## config.mk

```make
export PLATFORM = sky130hd
export DESIGN_NAME = wb_commit_unit_flat
export DESIGN_NICKNAME = d
export VERILOG_FILES = /design/src/rtl/wb_commit_if.sv /design/src/rtl/wb_commit_unit.sv /design/src/flat_wrapper.sv
export SDC_FILE = /design/constraint.sdc
export NUM_CORES = 1
export LEC_CHECK = 0
export CORE_MARGIN = 4
export CORE_UTILIZATION = 47
export DETAILED_ROUTE_END_ITERATION = 7
export PLACE_DENSITY = 0.94
export SLEW_MARGIN = 20
export SYNTH_ARGS = -nofsm -noshare
export SYNTH_HDL_FRONTEND = slang
export SYNTH_SLANG_ARGS = --single-unit
```

## constraint.sdc

```tcl
create_clock -name clk -period 12.4 [get_ports clk]
set_clock_uncertainty 0.05 [all_clocks]
set_input_delay 3.1 -clock clk [delete_from_list [all_inputs] [get_ports clk]]
set_output_delay 3.1 -clock clk [all_outputs]
set_load 0.01 [all_outputs]
```

## src/rtl/wb_commit_if.sv

```systemverilog
// Writeback bus between the MEM stage, the commit unit and the register-file
// write port. The master side is the environment (MEM stage and register
// file); the slave side is the commit unit.
interface wb_commit_if #(
    parameter int XLEN = 32
);
    logic            in_valid;
    logic            in_ready;
    logic [6:0]      opcode;
    logic [1:0]      memtoreg;
    logic [2:0]      funct3;
    logic [1:0]      addr_lo;
    logic [4:0]      rd_addr;
    logic [XLEN-1:0] alu_out;
    logic [XLEN-1:0] mem_out;
    logic [XLEN-1:0] return_addr;
    logic [XLEN-1:0] imm_out;
    logic [XLEN-1:0] pc_signed_offset;
    logic            flush;
    logic            rf_ready;
    logic            rf_we;
    logic [4:0]      rf_waddr;
    logic [XLEN-1:0] rf_wdata;

    modport master (
        output in_valid, opcode, memtoreg, funct3, addr_lo, rd_addr,
        output alu_out, mem_out, return_addr, imm_out, pc_signed_offset,
        output flush, rf_ready,
        input  in_ready, rf_we, rf_waddr, rf_wdata
    );

    modport slave (
        input  in_valid, opcode, memtoreg, funct3, addr_lo, rd_addr,
        input  alu_out, mem_out, return_addr, imm_out, pc_signed_offset,
        input  flush, rf_ready,
        output in_ready, rf_we, rf_waddr, rf_wdata
    );
endinterface

```

## src/rtl/wb_commit_unit.sv

```systemverilog
// Buffered writeback stage: selects the result of each instruction, queues
// it in a small commit FIFO, drains the FIFO into the register-file write
// port under backpressure, forwards queued values to two read ports and
// counts retired instructions.
module wb_commit_unit #(
    parameter int XLEN  = 32,
    parameter int DEPTH = 2,
    parameter int CNT_W = 64
) (
    input  logic                   clk,
    input  logic                   rst,
    wb_commit_if.slave             bus,
    input  logic [4:0]             fwd_raddr0,
    input  logic [4:0]             fwd_raddr1,
    output logic                   fwd_hit0,
    output logic                   fwd_hit1,
    output logic [XLEN-1:0]        fwd_data0,
    output logic [XLEN-1:0]        fwd_data1,
    output logic [CNT_W-1:0]       retire_count,
    output logic [$clog2(DEPTH):0] occupancy
);
    localparam int AW = $clog2(DEPTH);
    localparam int OW = AW + 1;

    localparam logic [6:0] OP_JAL   = 7'b1101111;
    localparam logic [6:0] OP_JALR  = 7'b1100111;
    localparam logic [6:0] OP_LUI   = 7'b0110111;
    localparam logic [6:0] OP_AUIPC = 7'b0010111;

    // ---------------- result select ----------------
    logic [7:0]      byte_sel;
    logic [15:0]     half_sel;
    logic [XLEN-1:0] load_data;
    logic [XLEN-1:0] result_data;
    logic            result_we;

    // Align and extend the load word, then pick the result source.
    always_comb begin
        byte_sel  = bus.mem_out[{bus.addr_lo, 3'b000} +: 8];
        half_sel  = bus.addr_lo[1] ? bus.mem_out[31:16] : bus.mem_out[15:0];
        case (bus.funct3)
            3'b000:  load_data = {{(XLEN-8){byte_sel[7]}}, byte_sel};
            3'b001:  load_data = {{(XLEN-16){half_sel[15]}}, half_sel};
            3'b100:  load_data = {{(XLEN-8){1'b0}}, byte_sel};
            3'b101:  load_data = {{(XLEN-16){1'b0}}, half_sel};
            default: load_data = bus.mem_out;
        endcase

        result_data = '0;
        case (bus.memtoreg)
            2'b00:   result_data = bus.alu_out;
            2'b01:   result_data = load_data;
            2'b10: begin
                if (bus.opcode == OP_JAL || bus.opcode == OP_JALR)
                    result_data = bus.return_addr;
                else if (bus.opcode == OP_LUI)
                    result_data = bus.imm_out;
                else if (bus.opcode == OP_AUIPC)
                    result_data = bus.pc_signed_offset;
                else
                    result_data = '0;
            end
            default: result_data = '0;
        endcase

        // x0 and no-write instructions still occupy a slot so they retire in order.
        result_we = (bus.memtoreg != 2'b11) && (bus.rd_addr != 5'd0);
    end

    // ---------------- commit FIFO ----------------
    logic            ent_we   [DEPTH];
    logic [4:0]      ent_addr [DEPTH];
    logic [XLEN-1:0] ent_data [DEPTH];

    logic [AW-1:0]    wr_ptr_reg, wr_ptr_next;
    logic [AW-1:0]    rd_ptr_reg, rd_ptr_next;
    logic [OW-1:0]    occ_reg, occ_next;
    logic [CNT_W-1:0] retire_reg, retire_next;

    logic            empty;
    logic            full;
    logic            head_we;
    logic            push_fire;
    logic            pop_fire;

    assign empty   = (occ_reg == '0);
    assign full    = (occ_reg == OW'(DEPTH));
    assign head_we = ent_we[rd_ptr_reg];

    // in_ready only looks at registered occupancy, so rf_ready never reaches it.
    assign push_fire = bus.in_valid && !full && !bus.flush;
    assign pop_fire  = !empty && (bus.rf_ready || !head_we) && !bus.flush;

    // Next-state for pointers, occupancy and the retire counter.
    always_comb begin
        wr_ptr_next = wr_ptr_reg;
        rd_ptr_next = rd_ptr_reg;
        occ_next    = occ_reg;
        retire_next = retire_reg;
        if (bus.flush) begin
            wr_ptr_next = '0;
            rd_ptr_next = '0;
            occ_next    = '0;
        end else begin
            if (push_fire)
                wr_ptr_next = wr_ptr_reg + AW'(1);
            if (pop_fire) begin
                rd_ptr_next = rd_ptr_reg + AW'(1);
                retire_next = retire_reg + CNT_W'(1);
            end
            case ({push_fire, pop_fire})
                2'b10:   occ_next = occ_reg + OW'(1);
                2'b01:   occ_next = occ_reg - OW'(1);
                default: occ_next = occ_reg;
            endcase
        end
    end

    // Control state with immediate reset; queued entries are simply abandoned.
    always_ff @(posedge clk or posedge rst) begin
        if (rst) begin
            wr_ptr_reg <= '0;
            rd_ptr_reg <= '0;
            occ_reg    <= '0;
            retire_reg <= '0;
        end else begin
            wr_ptr_reg <= wr_ptr_next;
            rd_ptr_reg <= rd_ptr_next;
            occ_reg    <= occ_next;
            retire_reg <= retire_next;
        end
    end

    // Entry storage; contents are only meaningful while counted by occupancy.
    always_ff @(posedge clk) begin
        if (push_fire) begin
            ent_we[wr_ptr_reg]   <= result_we;
            ent_addr[wr_ptr_reg] <= bus.rd_addr;
            ent_data[wr_ptr_reg] <= result_data;
        end
    end

    // ---------------- head / register-file port ----------------
    assign bus.in_ready = !full;
    assign bus.rf_we    = !empty && head_we;
    assign bus.rf_waddr = bus.rf_we ? ent_addr[rd_ptr_reg] : 5'd0;
    assign bus.rf_wdata = bus.rf_we ? ent_data[rd_ptr_reg] : '0;

    assign retire_count = retire_reg;
    assign occupancy    = occ_reg;

    // ---------------- forwarding ----------------
    logic [4:0] fwd_raddr [2];
    assign fwd_raddr[0] = fwd_raddr0;
    assign fwd_raddr[1] = fwd_raddr1;

    genvar gi;
    generate
        for (gi = 0; gi < 2; gi++) begin : g_fwd
            logic            hit;
            logic [XLEN-1:0] data;

            // Walk from oldest to youngest so the youngest match overrides.
            always_comb begin
                hit  = 1'b0;
                data = '0;
                for (int k = 0; k < DEPTH; k++) begin
                    if ((OW'(k) < occ_reg) &&
                        ent_we[rd_ptr_reg + AW'(k)] &&
                        (ent_addr[rd_ptr_reg + AW'(k)] == fwd_raddr[gi]) &&
                        (fwd_raddr[gi] != 5'd0)) begin
                        hit  = 1'b1;
                        data = ent_data[rd_ptr_reg + AW'(k)];
                    end
                end
            end
        end
    endgenerate

    assign fwd_hit0  = g_fwd[0].hit;
    assign fwd_data0 = g_fwd[0].data;
    assign fwd_hit1  = g_fwd[1].hit;
    assign fwd_data1 = g_fwd[1].data;
endmodule

```

## src/flat_wrapper.sv

```systemverilog
// flat-port wrapper written by rule: the top's interface ports become plain ports
module wb_commit_unit_flat 
#(
    parameter int XLEN  = 32,
    parameter int DEPTH = 2,
    parameter int CNT_W = 64
)
  (clk, rst, fwd_raddr0, fwd_raddr1, fwd_hit0, fwd_hit1, fwd_data0, fwd_data1, retire_count, occupancy, bus_in_valid, bus_opcode, bus_memtoreg, bus_funct3, bus_addr_lo, bus_rd_addr, bus_alu_out, bus_mem_out, bus_return_addr, bus_imm_out, bus_pc_signed_offset, bus_flush, bus_rf_ready, bus_in_ready, bus_rf_we, bus_rf_waddr, bus_rf_wdata);
  wb_commit_if #(.XLEN(XLEN)) bus_i ();
  input  logic clk;
  input  logic rst;
  input  logic [4:0] fwd_raddr0;
  input  logic [4:0] fwd_raddr1;
  output logic fwd_hit0;
  output logic fwd_hit1;
  output logic [XLEN-1:0] fwd_data0;
  output logic [XLEN-1:0] fwd_data1;
  output logic [CNT_W-1:0] retire_count;
  output logic [$clog2(DEPTH):0] occupancy;
  input wire logic [$bits(bus_i.in_valid)-1:0] bus_in_valid;
  input wire logic [$bits(bus_i.opcode)-1:0] bus_opcode;
  input wire logic [$bits(bus_i.memtoreg)-1:0] bus_memtoreg;
  input wire logic [$bits(bus_i.funct3)-1:0] bus_funct3;
  input wire logic [$bits(bus_i.addr_lo)-1:0] bus_addr_lo;
  input wire logic [$bits(bus_i.rd_addr)-1:0] bus_rd_addr;
  input wire logic [$bits(bus_i.alu_out)-1:0] bus_alu_out;
  input wire logic [$bits(bus_i.mem_out)-1:0] bus_mem_out;
  input wire logic [$bits(bus_i.return_addr)-1:0] bus_return_addr;
  input wire logic [$bits(bus_i.imm_out)-1:0] bus_imm_out;
  input wire logic [$bits(bus_i.pc_signed_offset)-1:0] bus_pc_signed_offset;
  input wire logic [$bits(bus_i.flush)-1:0] bus_flush;
  input wire logic [$bits(bus_i.rf_ready)-1:0] bus_rf_ready;
  output wire logic [$bits(bus_i.in_ready)-1:0] bus_in_ready;
  output wire logic [$bits(bus_i.rf_we)-1:0] bus_rf_we;
  output wire logic [$bits(bus_i.rf_waddr)-1:0] bus_rf_waddr;
  output wire logic [$bits(bus_i.rf_wdata)-1:0] bus_rf_wdata;
  assign bus_i.in_valid = bus_in_valid;
  assign bus_i.opcode = bus_opcode;
  assign bus_i.memtoreg = bus_memtoreg;
  assign bus_i.funct3 = bus_funct3;
  assign bus_i.addr_lo = bus_addr_lo;
  assign bus_i.rd_addr = bus_rd_addr;
  assign bus_i.alu_out = bus_alu_out;
  assign bus_i.mem_out = bus_mem_out;
  assign bus_i.return_addr = bus_return_addr;
  assign bus_i.imm_out = bus_imm_out;
  assign bus_i.pc_signed_offset = bus_pc_signed_offset;
  assign bus_i.flush = bus_flush;
  assign bus_i.rf_ready = bus_rf_ready;
  assign bus_in_ready = bus_i.in_ready;
  assign bus_rf_we = bus_i.rf_we;
  assign bus_rf_waddr = bus_i.rf_waddr;
  assign bus_rf_wdata = bus_i.rf_wdata;
  wb_commit_unit #(.XLEN(XLEN), .DEPTH(DEPTH), .CNT_W(CNT_W)) u_core (.clk(clk), .rst(rst), .bus(bus_i), .fwd_raddr0(fwd_raddr0), .fwd_raddr1(fwd_raddr1), .fwd_hit0(fwd_hit0), .fwd_hit1(fwd_hit1), .fwd_data0(fwd_data0), .fwd_data1(fwd_data1), .retire_count(retire_count), .occupancy(occupancy));
endmodule
```

Figure 1. Cells colored by class.
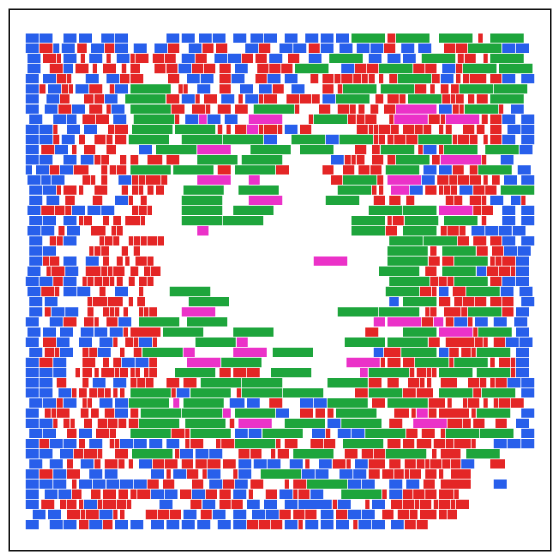
color	class	cells
red	remaining logic cells	656
magenta	clock drivers and dummy loads	32
blue	remaining buffers and delay cells	375
green	registers	144

Figure 2. Sequential cells colored by netlist name.
The bar under the picture is 50 µm long.
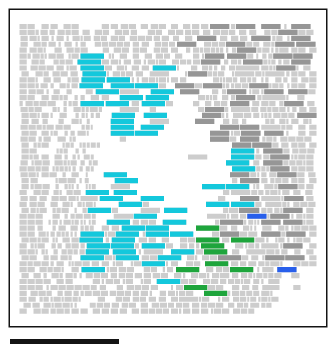
color	signal	placed flops
blue	u_core.occupancy	2
green	u_core.ent_addr	10
cyan	u_core.ent_data	64
Util after Layout: 0.7223
sequential portion of the cell area: 0.3030

==> flow_metrics.env <==
# source this file to load flow results
export IMPL_synth_nets=1056
export IMPL_final_min_clock_period_ns=9.277
export IMPL_cts_root_buf="clkbuf_16"
export IMPL_gp_congestion=0.9040
export IMPL_p_int_mw=1.125
export IMPL_power_mw=1.652
export IMPL_dpl_hpwl_um=24780
export IMPL_status="finished clean"
export IMPL_switching_share=0.3191
export IMPL_max_cap_violations=0
export IMPL_clock_path_buffers=2
export IMPL_drv_slew=0
export IMPL_cp_required_ns=9.25
export IMPL_cts_buffers=17
export IMPL_top_power_group="registers"
export IMPL_end_kind="output port"
export IMPL_dieArea_um2=21000
export IMPL_post_cts_resized=0
export IMPL_grt_pass1_wl_um=49670
export IMPL_nNetsFinal=1392
export IMPL_design_area_um2=13150
export IMPL_ys_types=52
export IMPL_drtIter0Drc=610
export IMPL_crit_path_frequent_cell="clkdlybuf4s50_1"
export IMPL_floorplan_core_util=0.4838
export IMPL_logic_gates=639
export IMPL_die_h_um=144.9
export IMPL_instances_no_fill=1437
export IMPL_r2r_setup_slack_ns=8.79
export IMPL_worstHoldPathType="flop to flop"
export IMPL_buf_share=0.2842
export IMPL_largestClassByArea="multi-input combinational cells"
export IMPL_cts_tree="built"
export IMPL_io_buffers=364
export IMPL_dp_cells=1402
export IMPL_critPathSlowestCell="mux2i_4"
export IMPL_grt_max_degree=69
export IMPL_grt_util_met1=0.3081
export IMPL_common_cells="88 x nor2_1, 78 x mux2i_1, 76 x edfxtp_1"
export IMPL_clk_share=0.04500
export IMPL_aoi_share=0.1558
export IMPL_vdd_drop_max_v=0.00008249
export IMPL_buffers=375
export IMPL_via_per_inst=5.981
export IMPL_ys_area_um2=8810
export IMPL_p_comb_frac=0.328
export IMPL_critPathTopFamily="buffers and inverters"
export IMPL_yosys_stat_cells=858
export IMPL_syn_instance_count=858
